<file path="config.mk">
export PLATFORM = sky130hd
export DESIGN_NAME = spi_apb_sequencer
export DESIGN_NICKNAME = d
export VERILOG_FILES = /design/src/rtl/spi_apb_sequencer.sv
export SDC_FILE = /design/constraint.sdc
export NUM_CORES = 1
export LEC_CHECK = 0
export ABC_AREA = 1
export CORE_ASPECT_RATIO = 1.25
export CORE_MARGIN = 5
export CORE_UTILIZATION = 54
export CTS_BUF_LIST = sky130_fd_sc_hd__clkbuf_16
export CTS_CLUSTER_SIZE = 25
export DETAILED_ROUTE_END_ITERATION = 7
export PLACE_DENSITY = 0.84
export SLEW_MARGIN = 20
export SYNTH_ARGS = -nofsm -noshare
export SYNTH_HDL_FRONTEND = slang
export SYNTH_SLANG_ARGS = --single-unit
</file>
<file path="constraint.sdc">
create_clock -name PCLK -period 3.65 [get_ports PCLK]
set_input_delay 0.9125 -clock PCLK [delete_from_list [all_inputs] [get_ports PCLK]]
set_output_delay 0.9125 -clock PCLK [all_outputs]
set_load 0.05 [all_outputs]
</file>
<file path="src/rtl/spi_apb_sequencer.sv">
// APB2 master that sequences the SPI controller's control write, per-byte
// data write, receive poll and data read for a byte-stream transfer.
module spi_apb_sequencer #(
    parameter logic [3:0]  CTRL_ADDR  = 4'h0,
    parameter logic [3:0]  DATA_ADDR  = 4'h8,
    parameter logic [7:0]  CTRL_VALUE = 8'h00,
    parameter int unsigned TIMEOUT    = 1024
) (
    input  logic       PCLK,
    input  logic       PRESETN,
    input  logic       start,
    input  logic [7:0] len_m1,
    output logic       busy,
    output logic       done,
    output logic       error,
    input  logic [7:0] tx_data,
    input  logic       tx_valid,
    output logic       tx_ready,
    output logic [7:0] rx_data,
    output logic       rx_valid,
    output logic       PSEL,
    output logic       PENABLE,
    output logic       PWRITE,
    output logic [3:0] PADDR,
    output logic [7:0] PWDATA,
    input  logic [7:0] PRDATA,
    input  logic       tx_reg_empty,
    input  logic       rx_data_ready
);

    localparam int unsigned CNT_W = 8;
    localparam int unsigned TO_W  = $clog2(TIMEOUT);
    localparam logic [TO_W-1:0] TO_LAST = TO_W'(TIMEOUT - 1);

    typedef enum logic [3:0] {
        IDLE, CFG_SETUP, CFG_ACCESS, WAIT_TX, TX_SETUP, TX_ACCESS,
        WAIT_RX, RX_SETUP, RX_ACCESS, DONE
    } state_t;

    state_t           state_q, state_d;
    logic [TO_W-1:0]  to_cnt_q, to_cnt_d;
    logic [CNT_W-1:0] byte_cnt_q, byte_cnt_d;
    logic [CNT_W-1:0] len_q, len_d;
    logic             busy_d, done_d, error_d, rx_valid_d;
    logic             psel_d, penable_d, pwrite_d;
    logic [3:0]       paddr_d;
    logic [7:0]       pwdata_d, rx_data_d;

    // Handshake must follow tx_reg_empty in the same cycle the byte is offered.
    assign tx_ready = (state_q == WAIT_TX) && tx_reg_empty;

    // Next-state and next-output logic.
    always_comb begin
        state_d    = state_q;
        to_cnt_d   = to_cnt_q;
        byte_cnt_d = byte_cnt_q;
        len_d      = len_q;
        error_d    = error;
        rx_valid_d = 1'b0;
        rx_data_d  = rx_data;
        pwrite_d   = PWRITE;
        paddr_d    = PADDR;
        pwdata_d   = PWDATA;

        case (state_q)
            IDLE: begin
                if (start) begin
                    len_d      = len_m1;
                    byte_cnt_d = '0;
                    error_d    = 1'b0;
                    state_d    = CFG_SETUP;
                end
            end
            CFG_SETUP:  state_d = CFG_ACCESS;
            CFG_ACCESS: state_d = WAIT_TX;
            WAIT_TX: begin
                if (tx_reg_empty) begin
                    if (tx_valid) begin
                        pwdata_d = tx_data;
                        state_d  = TX_SETUP;
                    end
                end else if (to_cnt_q == TO_LAST) begin
                    error_d = 1'b1;
                    state_d = DONE;
                end else begin
                    to_cnt_d = to_cnt_q + TO_W'(1);
                end
            end
            TX_SETUP:  state_d = TX_ACCESS;
            TX_ACCESS: state_d = WAIT_RX;
            WAIT_RX: begin
                if (rx_data_ready) begin
                    state_d = RX_SETUP;
                end else if (to_cnt_q == TO_LAST) begin
                    error_d = 1'b1;
                    state_d = DONE;
                end else begin
                    to_cnt_d = to_cnt_q + TO_W'(1);
                end
            end
            RX_SETUP: state_d = RX_ACCESS;
            RX_ACCESS: begin
                rx_data_d  = PRDATA;
                rx_valid_d = 1'b1;
                if (byte_cnt_q == len_q) begin
                    state_d = DONE;
                end else begin
                    byte_cnt_d = byte_cnt_q + CNT_W'(1);
                    state_d    = WAIT_TX;
                end
            end
            DONE:    state_d = IDLE;
            default: state_d = IDLE;
        endcase

        if (state_d != state_q) begin
            to_cnt_d = '0;
        end

        // Address phase fields are loaded on entry to a SETUP state and held otherwise.
        case (state_d)
            CFG_SETUP: begin
                paddr_d  = CTRL_ADDR;
                pwrite_d = 1'b1;
                pwdata_d = CTRL_VALUE;
            end
            TX_SETUP: begin
                paddr_d  = DATA_ADDR;
                pwrite_d = 1'b1;
            end
            RX_SETUP: begin
                paddr_d  = DATA_ADDR;
                pwrite_d = 1'b0;
            end
            default: ;
        endcase

        psel_d    = state_d inside {CFG_SETUP, CFG_ACCESS, TX_SETUP, TX_ACCESS, RX_SETUP, RX_ACCESS};
        penable_d = state_d inside {CFG_ACCESS, TX_ACCESS, RX_ACCESS};
        busy_d    = (state_d != IDLE) && (state_d != DONE);
        done_d    = (state_d == DONE);
    end

    // State and registered outputs.
    always_ff @(posedge PCLK or negedge PRESETN) begin
        if (!PRESETN) begin
            state_q    <= IDLE;
            to_cnt_q   <= '0;
            byte_cnt_q <= '0;
            len_q      <= '0;
            busy       <= 1'b0;
            done       <= 1'b0;
            error      <= 1'b0;
            rx_valid   <= 1'b0;
            rx_data    <= '0;
            PSEL       <= 1'b0;
            PENABLE    <= 1'b0;
            PWRITE     <= 1'b0;
            PADDR      <= '0;
            PWDATA     <= '0;
        end else begin
            state_q    <= state_d;
            to_cnt_q   <= to_cnt_d;
            byte_cnt_q <= byte_cnt_d;
            len_q      <= len_d;
            busy       <= busy_d;
            done       <= done_d;
            error      <= error_d;
            rx_valid   <= rx_valid_d;
            rx_data    <= rx_data_d;
            PSEL       <= psel_d;
            PENABLE    <= penable_d;
            PWRITE     <= pwrite_d;
            PADDR      <= paddr_d;
            PWDATA     <= pwdata_d;
        end
    end

endmodule

</file>
==> results.cfg, run 1 <==
; synthesis and place-and-route metrics
[pwr]
p_leak_nw = 1.63
p_comb_frac = 0.478
combinationalPower_w = 0.00132
maxPowerGroup = combinational logic
power_density_nw_per_um2 = 807
power.internal_w = 0.00154

[hold_path]
holdPathStages = 2

[clock_tree]
cts.repair.resized = 0

[timing]
fin_hold_ws_ns = 0.488
fmax_mhz = 369

[floorplanning]
die_h_um = 88.6
ios = 58

[finish]
final_core_util = 0.717
finalInstanceArea_um2 = 3410
finish.net_count = 408

[yosys]
synthDominantCellAreaShare = 0.507
seq_area_frac_synth = 0.507
number_of_synthesized_register_bits = 54
ys_warn_count = 0

[detailed_routing]
drt_first_iter_violations = 109
drt-vias-per-instance = 5.20

[placement]
post-place-cells = 429
gpl.final_weighted_congestion = 0.889

[outcome]
outcome = completed

[setup_path]
crit_path_cell_trace = clkdlybuf4s50_1, nand2_1, inv_1, buf_4
worstSetupEndpoint = tx_ready
worst-endpoint-required_ns = 2.74
worstSetupEndpointType = primary output
worst_reg_to_reg_setup_slack_ns = 1.10

[global_route]
first_pass_grt_wire_length_um = 10400

[run]
tool_warnings = 26
==> run 1: flip-flops by register name, indices dropped and copies added (netlist names) <==
register    cells
rx_data         8
PWDATA          8
rx_valid        1
byte_cnt_q      8
error           1
len_q           8
busy            1
to_cnt_q       10
PSEL            1
done            1
PWRITE          1
state_q         4
PENABLE         1
PADDR           1
==> run 1: cell families after synthesis <==
logic type | synth area share
xor+xnor | 0.0394
compound gates | 0.0816
fa+ha+maj | 0.00938
simple gates | 0.294
other cells | 0.00141
flops | 0.507
buf+inv | 0.0680
==> run 1: area by class of cell <==
cell class / instances / area, µm²
inverter: 35 / 131
multi-input combinational: 224 / 1140
clock buffer: 5 / 125
timing repair buffer: 56 / 548
clock inverter: 3 / 41.3
tap: 60 / 75.1
fill: 374 / 1350
sequential: 54 / 1350
==> run 1: cells in the final DEF, fill, tap and decap left out, types with 3 or more instances in the layout <==
cell,count
sky130_fd_sc_hd__a21oi_1,5
sky130_fd_sc_hd__a22o_1,8
sky130_fd_sc_hd__buf_4,3
sky130_fd_sc_hd__clkbuf_16,5
sky130_fd_sc_hd__clkdlybuf4s50_1,52
sky130_fd_sc_hd__conb_1,3
sky130_fd_sc_hd__dfrtp_1,54
sky130_fd_sc_hd__inv_1,32
sky130_fd_sc_hd__inv_2,3
sky130_fd_sc_hd__nand2_1,108
sky130_fd_sc_hd__nand3_1,16
sky130_fd_sc_hd__nand3_2,3
sky130_fd_sc_hd__nand3b_1,4
sky130_fd_sc_hd__nand4_1,8
sky130_fd_sc_hd__nor2_1,27
sky130_fd_sc_hd__nor3_1,3
sky130_fd_sc_hd__o21ai_0,10
sky130_fd_sc_hd__xnor2_1,6
sky130_fd_sc_hd__xor2_1,6
run_1/m1.png
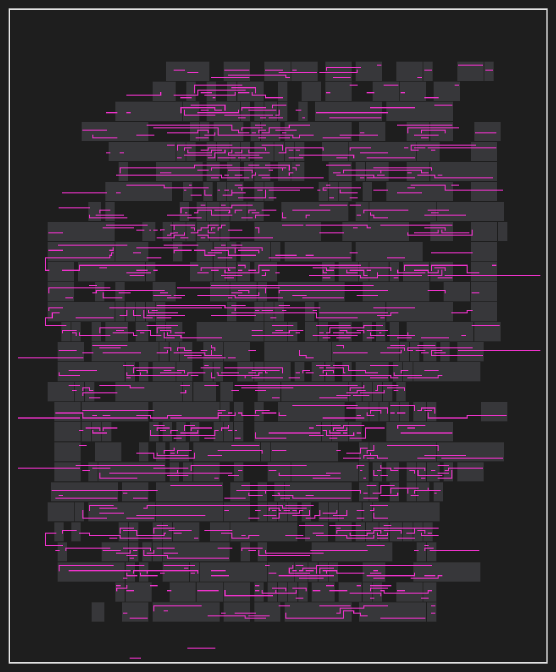
share of all routed wire: 42%
wire length on this layer: 2560 µm
main direction: horizontal
nets with wire on the layer: 374

run_1/m2.png
The bar under the picture is 20 µm long.
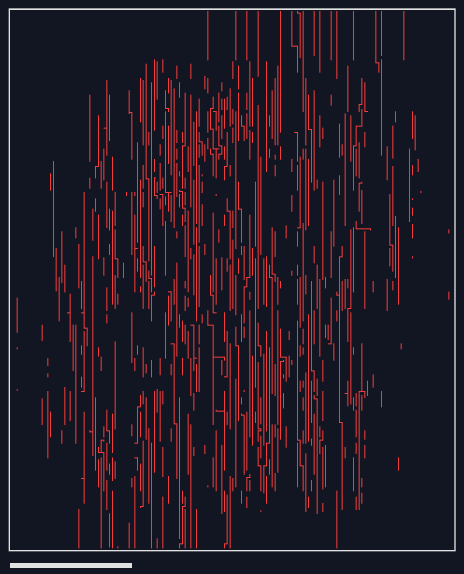
share of all routed wire: 52%
main direction: vertical
total wire length after detailed routing: 6130 µm
vias post-DR: 2273

run_1/m3.png
The bar under the picture is 20 µm long.
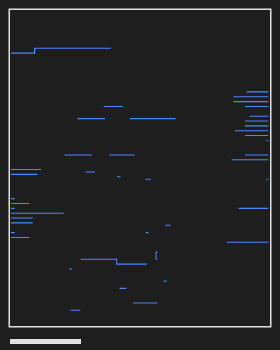
longest straight run: 21.2 µm
main direction: horizontal

run_1/route_heat.png
The bar under the picture is 20 µm long. 15 x 18 tiles, from dark purple (low) to yellow (high), scaled to the fullest tile. Values are wire area over tile area, all layers added.
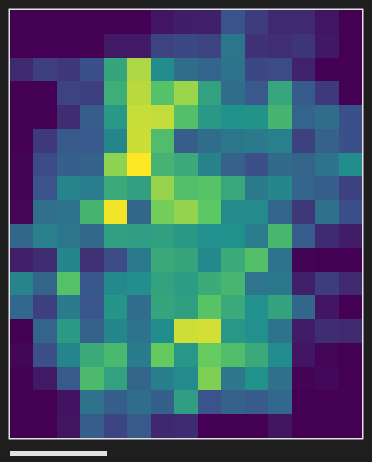

==> inputs of run 2 (changes only) <==
--- a/config.mk
+++ b/config.mk
@@ -8,11 +8,11 @@
 export ABC_AREA = 1
 export CORE_ASPECT_RATIO = 1.25
 export CORE_MARGIN = 5
-export CORE_UTILIZATION = 54
+export CORE_UTILIZATION = 50
 export CTS_BUF_LIST = sky130_fd_sc_hd__clkbuf_16
 export CTS_CLUSTER_SIZE = 25
 export DETAILED_ROUTE_END_ITERATION = 7
-export PLACE_DENSITY = 0.84
+export PLACE_DENSITY = 0.79
 export SLEW_MARGIN = 20
 export SYNTH_ARGS = -nofsm -noshare
 export SYNTH_HDL_FRONTEND = slang
==> constraint.sdc (replaced) <==
create_clock -name PCLK -period 2.5 [get_ports PCLK]
set_input_delay 0.625 -clock PCLK [delete_from_list [all_inputs] [get_ports PCLK]]
set_output_delay 0.625 -clock PCLK [all_outputs]
set_load 0.05 [all_outputs]
run_2/route_heat.png
The bar under the picture is 20 µm long. 15 x 18 tiles, from dark purple (low) to yellow (high), scaled to the fullest tile. Values are wire area over tile area, all layers added.
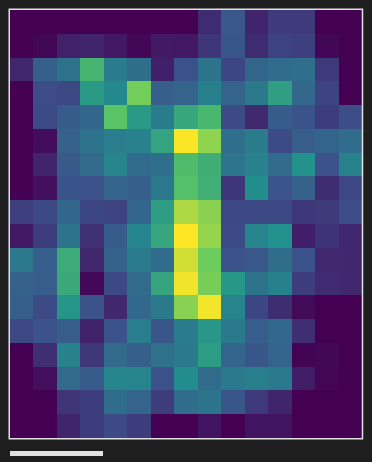
nearly empty tiles: 17%
emptiest ninth of the die: south-east
densest ninth of the die: center
fullest tile: 0.48
mean over tiles: 0.13
tiles over half the peak: 13%
vias post-DR: 2251
total wire length after detailed routing: 5750 µm

run_2/m3.png
The bar under the picture is 20 µm long.
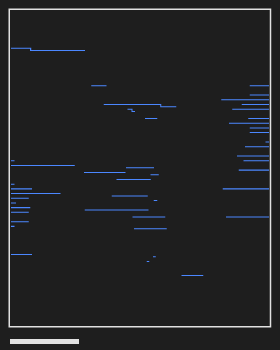
wire length on this layer: 332 µm
share of all routed wire: 5.8%
met3 GRT Util: 0.0372

run_2/clock_nets.png
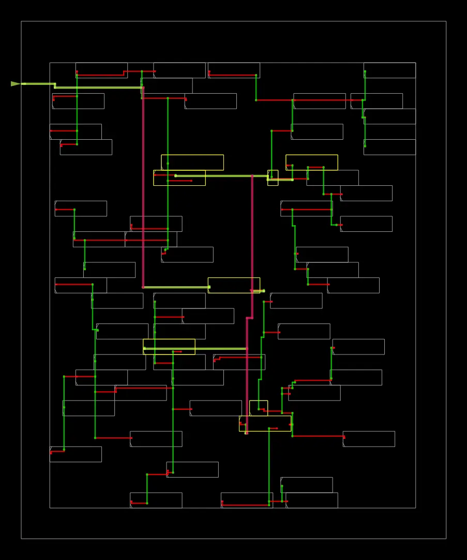
total clock buffers created by CTS: 5
Max Clock Skew: 0.00283 ns
clock buffer count in the final layout: 5
number of sequential storage elements: 54

==> run 2 against run 1 <==
Compared with the run above: global-route usage decreased by 2.7 points; largest power group unchanged; register-to-register slack lost 0.75 ns; first-iteration DRC count fell by 7.3%; wire length down 6.2%; clock power rose by 49%; sequential share of layout area decreased by 0.43 points; power increased by 46%; worst setup slack got worse by 0.59 ns; combinational power increased by 45%; final cell count grew 0.69%; largest cell class unchanged.
==> results.cfg, run 2 <==
; synthesis and place-and-route metrics
[outcome]
outcome = completed

[floorplanning]
die_w_um = 75.3
die_h_um = 91.7
ios = 58
core_area_um2 = 5120

[finish]
largest_register_ffs = 10
final_common_cell = sky130_fd_sc_hd__nand2_1
layout_top_cells = sky130_fd_sc_hd__nand2_1 (108), sky130_fd_sc_hd__dfrtp_1 (54), sky130_fd_sc_hd__clkdlybuf4s50_1 (52)
finish.net_count = 409
top_register = to_cnt_q
finalInstanceArea_um2 = 3450

[yosys]
seq_area_frac_synth = 0.507
ys_warn_count = 0
postSynthCellCount = 319
ys_dominant_reg_cell = sky130_fd_sc_hd__dfrtp_1
count_of_flip_flops_with_a_built_in_enable_after_synthesis = 0
synthDominantCellAreaShare = 0.507
number_of_synthesized_register_bits = 54

[setup_path]
worst-endpoint-required_ns = 2.68
crit_path_cell_trace = nor2_2, nand3_1, inv_1, nand3_1, nand2_1, nor2_1, xnor2_1, nor2_1
r2r.worst_path.cells = 8
r2r_start = state_q[1]
worst_reg_to_reg_setup_slack_ns = 0.35
worstSetupEndpointType = flop

[detailed_routing]
met3_wirelength_um = 331
met2RoutedLength_um = 2890
drt_first_iter_violations = 101
drt-vias-per-instance = 5.12

[timing]
fmax_mhz = 465
grt_setup_unrepaired = no
fin_crit_sh = 0.861
report.final.hold_viol_count = 0
tightestPinTransition_ns = 0.627

[placement]
place.detailed.hpwl_um = 4300
gpl.final_weighted_congestion = 0.827

[pwr]
power_density_nw_per_um2 = 1170
p_leak_nw = 1.64
fin_total_pwr_w = 0.00403

[global_route]
groute.usage.overall = 0.180
first_pass_grt_wire_length_um = 9810

[clock_tree]
cts.repair.resized = 0

[run]
tool_warnings = 26
[run 2: cell families (layout without fill, tap and decap cells)]
| family | Yosys count | in the layout | synth area share |
|---|---|---|---|
| and+or+nand+nor | 176 | 176 | 0.294 |
| DFF | 54 | 54 | 0.507 |
| buffers and inverters | 43 | 100 | 0.0680 |
| AOI/OAI and AO/OA | 31 | 31 | 0.0816 |
| xor gates and xnor gates | 12 | 12 | 0.0394 |
| adders and majority gates | 2 | 2 | 0.00938 |
| other | 1 | 3 | 0.00141 |
[run 2: worst max-delay path by stage]
stage	start	endpoint	slack, ns	cells past startpoint
global placement	rx_data_ready	to_cnt_q[5]	0.23	11
detailed placement	tx_reg_empty	PADDR[3]	0.15	8
floorplan	state_q[2]	PWDATA[0]	0.53	10
CTS	state_q[1]	byte_cnt_q[3]	0.36	8
global route	state_q[1]	byte_cnt_q[4]	0.14	9
finish	state_q[1]	byte_cnt_q[3]	0.35	8
[run 2: area by class of cell]
type                            count  area, µm²
Inverter                           35        131
Tap cell                           62       77.6
Clock inverter                      3       43.8
Clock buffer                        5        125
Timing Repair Buffer               57        581
Fill cell                         417       1660
Multi-Input combinational cell    224       1140
Sequential cell                    54       1350
[run 2: metrics by stage]
stage | util | worst slack [ns] | hold WS [ns] | instances
after detailed placement | 0.642 | 0.155 | 0.464 | 432
final | 0.675 | 0.348 | 0.304 | 440
after global placement | 0.642 | 0.229 | 0.463 | 432
after floorplan | - | 0.528 | 0.329 | 321
after global routing | 0.675 | 0.139 | 0.348 | 440
after CTS | 0.675 | 0.360 | 0.318 | 440
[run 2: report_power, final]
part           switching [W]  total [W]  internal, W
Combinational        0.00125    0.00192     0.000664
Sequential          0.000191    0.00132      0.00113
Clock               0.000317   0.000791     0.000475
Total                0.00176    0.00403      0.00227
==> inputs of run 3 (changes only) <==
--- a/config.mk
+++ b/config.mk
@@ -6,6 +6,8 @@
 export NUM_CORES = 1
 export LEC_CHECK = 0
 export ABC_AREA = 1
+export ABC_CLOCK_PERIOD_IN_PS = 2500
+export CAP_MARGIN = 20
 export CORE_ASPECT_RATIO = 1.25
 export CORE_MARGIN = 5
 export CORE_UTILIZATION = 50
run_3/clock_nets.png
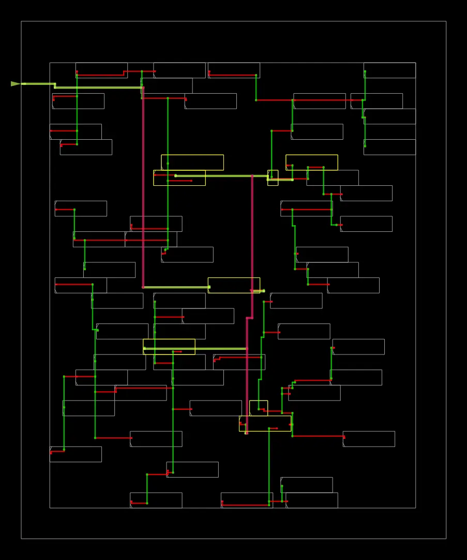
clock latency reported for the late side of the worst-skew pair: 0.29 ns
total clock network power: 0.000791 W
CTS sink cnt: 54

run_3/route_heat.png
The bar under the picture is 20 µm long. 15 x 18 tiles, from dark purple (low) to yellow (high), scaled to the fullest tile. Values are wire area over tile area, all layers added.
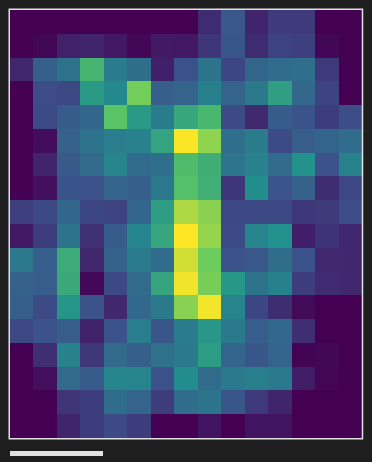
emptiest ninth of the die: south-east
mean over tiles: 0.13
tiles over half the peak: 13%
routed len/inst: 13.1 µm
All-Layer GR Usage: 0.180

run_3/m1.png
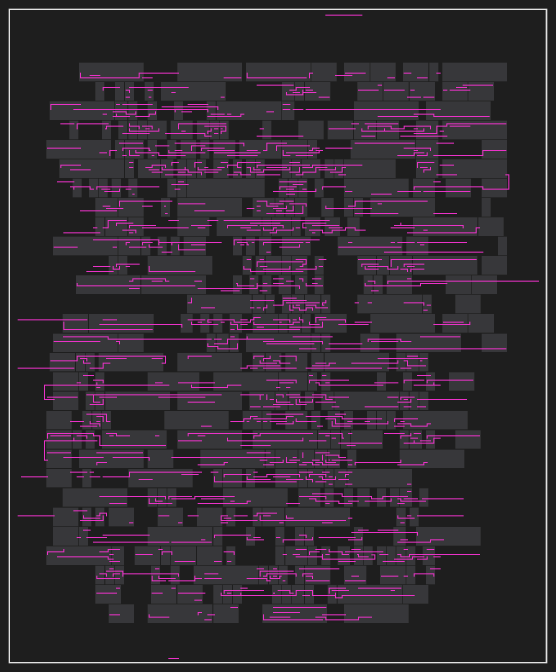
longest straight run: 25.3 µm
wire length on this layer: 2420 µm
main direction: horizontal
nets with wire on the layer: 368
share of all routed wire: 42%

==> run 3 against run 2 <==
Compared with the run above: worst setup slack did not move; wire length did not move; register-to-register slack barely moved; power did not move; non-clock buffer count did not move.
==> results.cfg, run 3 <==
; synthesis and place-and-route metrics
[pwr]
combinationalPower_w = 0.00192
maxPowerGroup = combinational logic
power_density_nw_per_um2 = 1170
total_switching_power_w = 0.00176
p_comb_frac = 0.475
p_leak_nw = 1.64
fin_total_pwr_w = 0.00403
net_switching_share_of_the_total_power = 0.437
power.internal_w = 0.00227

[timing]
tightestPinTransition_ns = 0.627
fmax_mhz = 465
worst_slack_ns = 0.348
max_clock_skew_ns = 0.00283
fin_crit_sh = 0.861

[yosys]
synthXorXnorAreaFrac = 0.0394
count_of_flip_flops_with_a_built_in_enable_after_synthesis = 0
ys_warn_count = 0
synth.comb.largest_family = simple AND/OR/NAND/NOR gates
ys_dominant_reg_cell = sky130_fd_sc_hd__dfrtp_1
synth.mux.area_fraction = 0
seq_area_frac_synth = 0.507
synthDominantCellAreaShare = 0.507
synth-simple-area-share = 0.294
number_of_synthesized_register_bits = 54
postSynthCellCount = 319

[floorplanning]
ios = 58
die_w_um = 75.3
die_h_um = 91.7
initial_util = 0.521

[detailed_routing]
vias = 2251
drt_first_iter_violations = 101
drt-vias-per-instance = 5.12
drt-total-wl_um = 5750

[finish]
final_core_util = 0.675
top_register = to_cnt_q
layout_top_cells = sky130_fd_sc_hd__nand2_1 (108), sky130_fd_sc_hd__dfrtp_1 (54), sky130_fd_sc_hd__clkdlybuf4s50_1 (52)
finish.net_count = 409
final_common_cell = sky130_fd_sc_hd__nand2_1

[placement]
place.detailed.hpwl_um = 4300
gpl.final_weighted_congestion = 0.827
pre_cts_slack_ns = 0.155

[run]
tool_warnings = 26

[setup_path]
worst-endpoint-required_ns = 2.68
crit_path_cell_trace = nor2_2, nand3_1, inv_1, nand3_1, nand2_1, nor2_1, xnor2_1, nor2_1
critical_path.startpoint = state_q[1]

[clock_tree]
cts_inserted_buffers = 5

[outcome]
outcome = completed
[run 3: cell counts after synthesis]
Identical to the previous run, type by type.
[run 3: worst max path at each step]
stage | end | cells after the start | slack, ns
after CTS | byte_cnt_q[3] | 8 | 0.36
after global placement | to_cnt_q[5] | 11 | 0.23
final | byte_cnt_q[3] | 8 | 0.35
after detailed placement | PADDR[3] | 8 | 0.15
after floorplan | PWDATA[0] | 10 | 0.53
after global routing | byte_cnt_q[4] | 9 | 0.14
[run 3: layout make-up]
cell class	count	area, µm²
Fill cell	417	1660
Sequential cell	54	1350
Clock inverter	3	43.8
Tap cell	62	77.6
Inverter	35	131
Timing Repair Buffer	57	581
Multi-Input combinational cell	224	1140
Clock buffer	5	125
[run 3: kinds of logic after synthesis]
| group | after synthesis |
|---|---|
| AND-OR/OR-AND | 31 |
| flip-flops | 54 |
| XOR/XNOR | 12 |
| AND/OR/NAND/NOR | 176 |
| buffers and inverters | 43 |
| other | 1 |
| adder cells (fa/ha/maj) | 2 |
[run 3: worst reg2reg max path: stages (launching register included)]
cell                      delay [ns]
sky130_fd_sc_hd__dfrtp_1        0.50
sky130_fd_sc_hd__nor2_2         0.22
sky130_fd_sc_hd__nand3_1        0.15
sky130_fd_sc_hd__inv_1          0.33
sky130_fd_sc_hd__nand3_1        0.23
sky130_fd_sc_hd__nand2_1        0.27
sky130_fd_sc_hd__nor2_1         0.13
sky130_fd_sc_hd__xnor2_1        0.16
sky130_fd_sc_hd__nor2_1         0.05
[run 3: routing by layer]
layer,up-vias,routed length [µm],GRT usage
met5,-,0,0
met4,0,98,0.0598
met3,8,331,0.0372
li1,1126,-,-
met1,1062,2420,0.222
met2,55,2890,0.306
Power figures rest on the tool's default switching activity, not on a simulated workload.
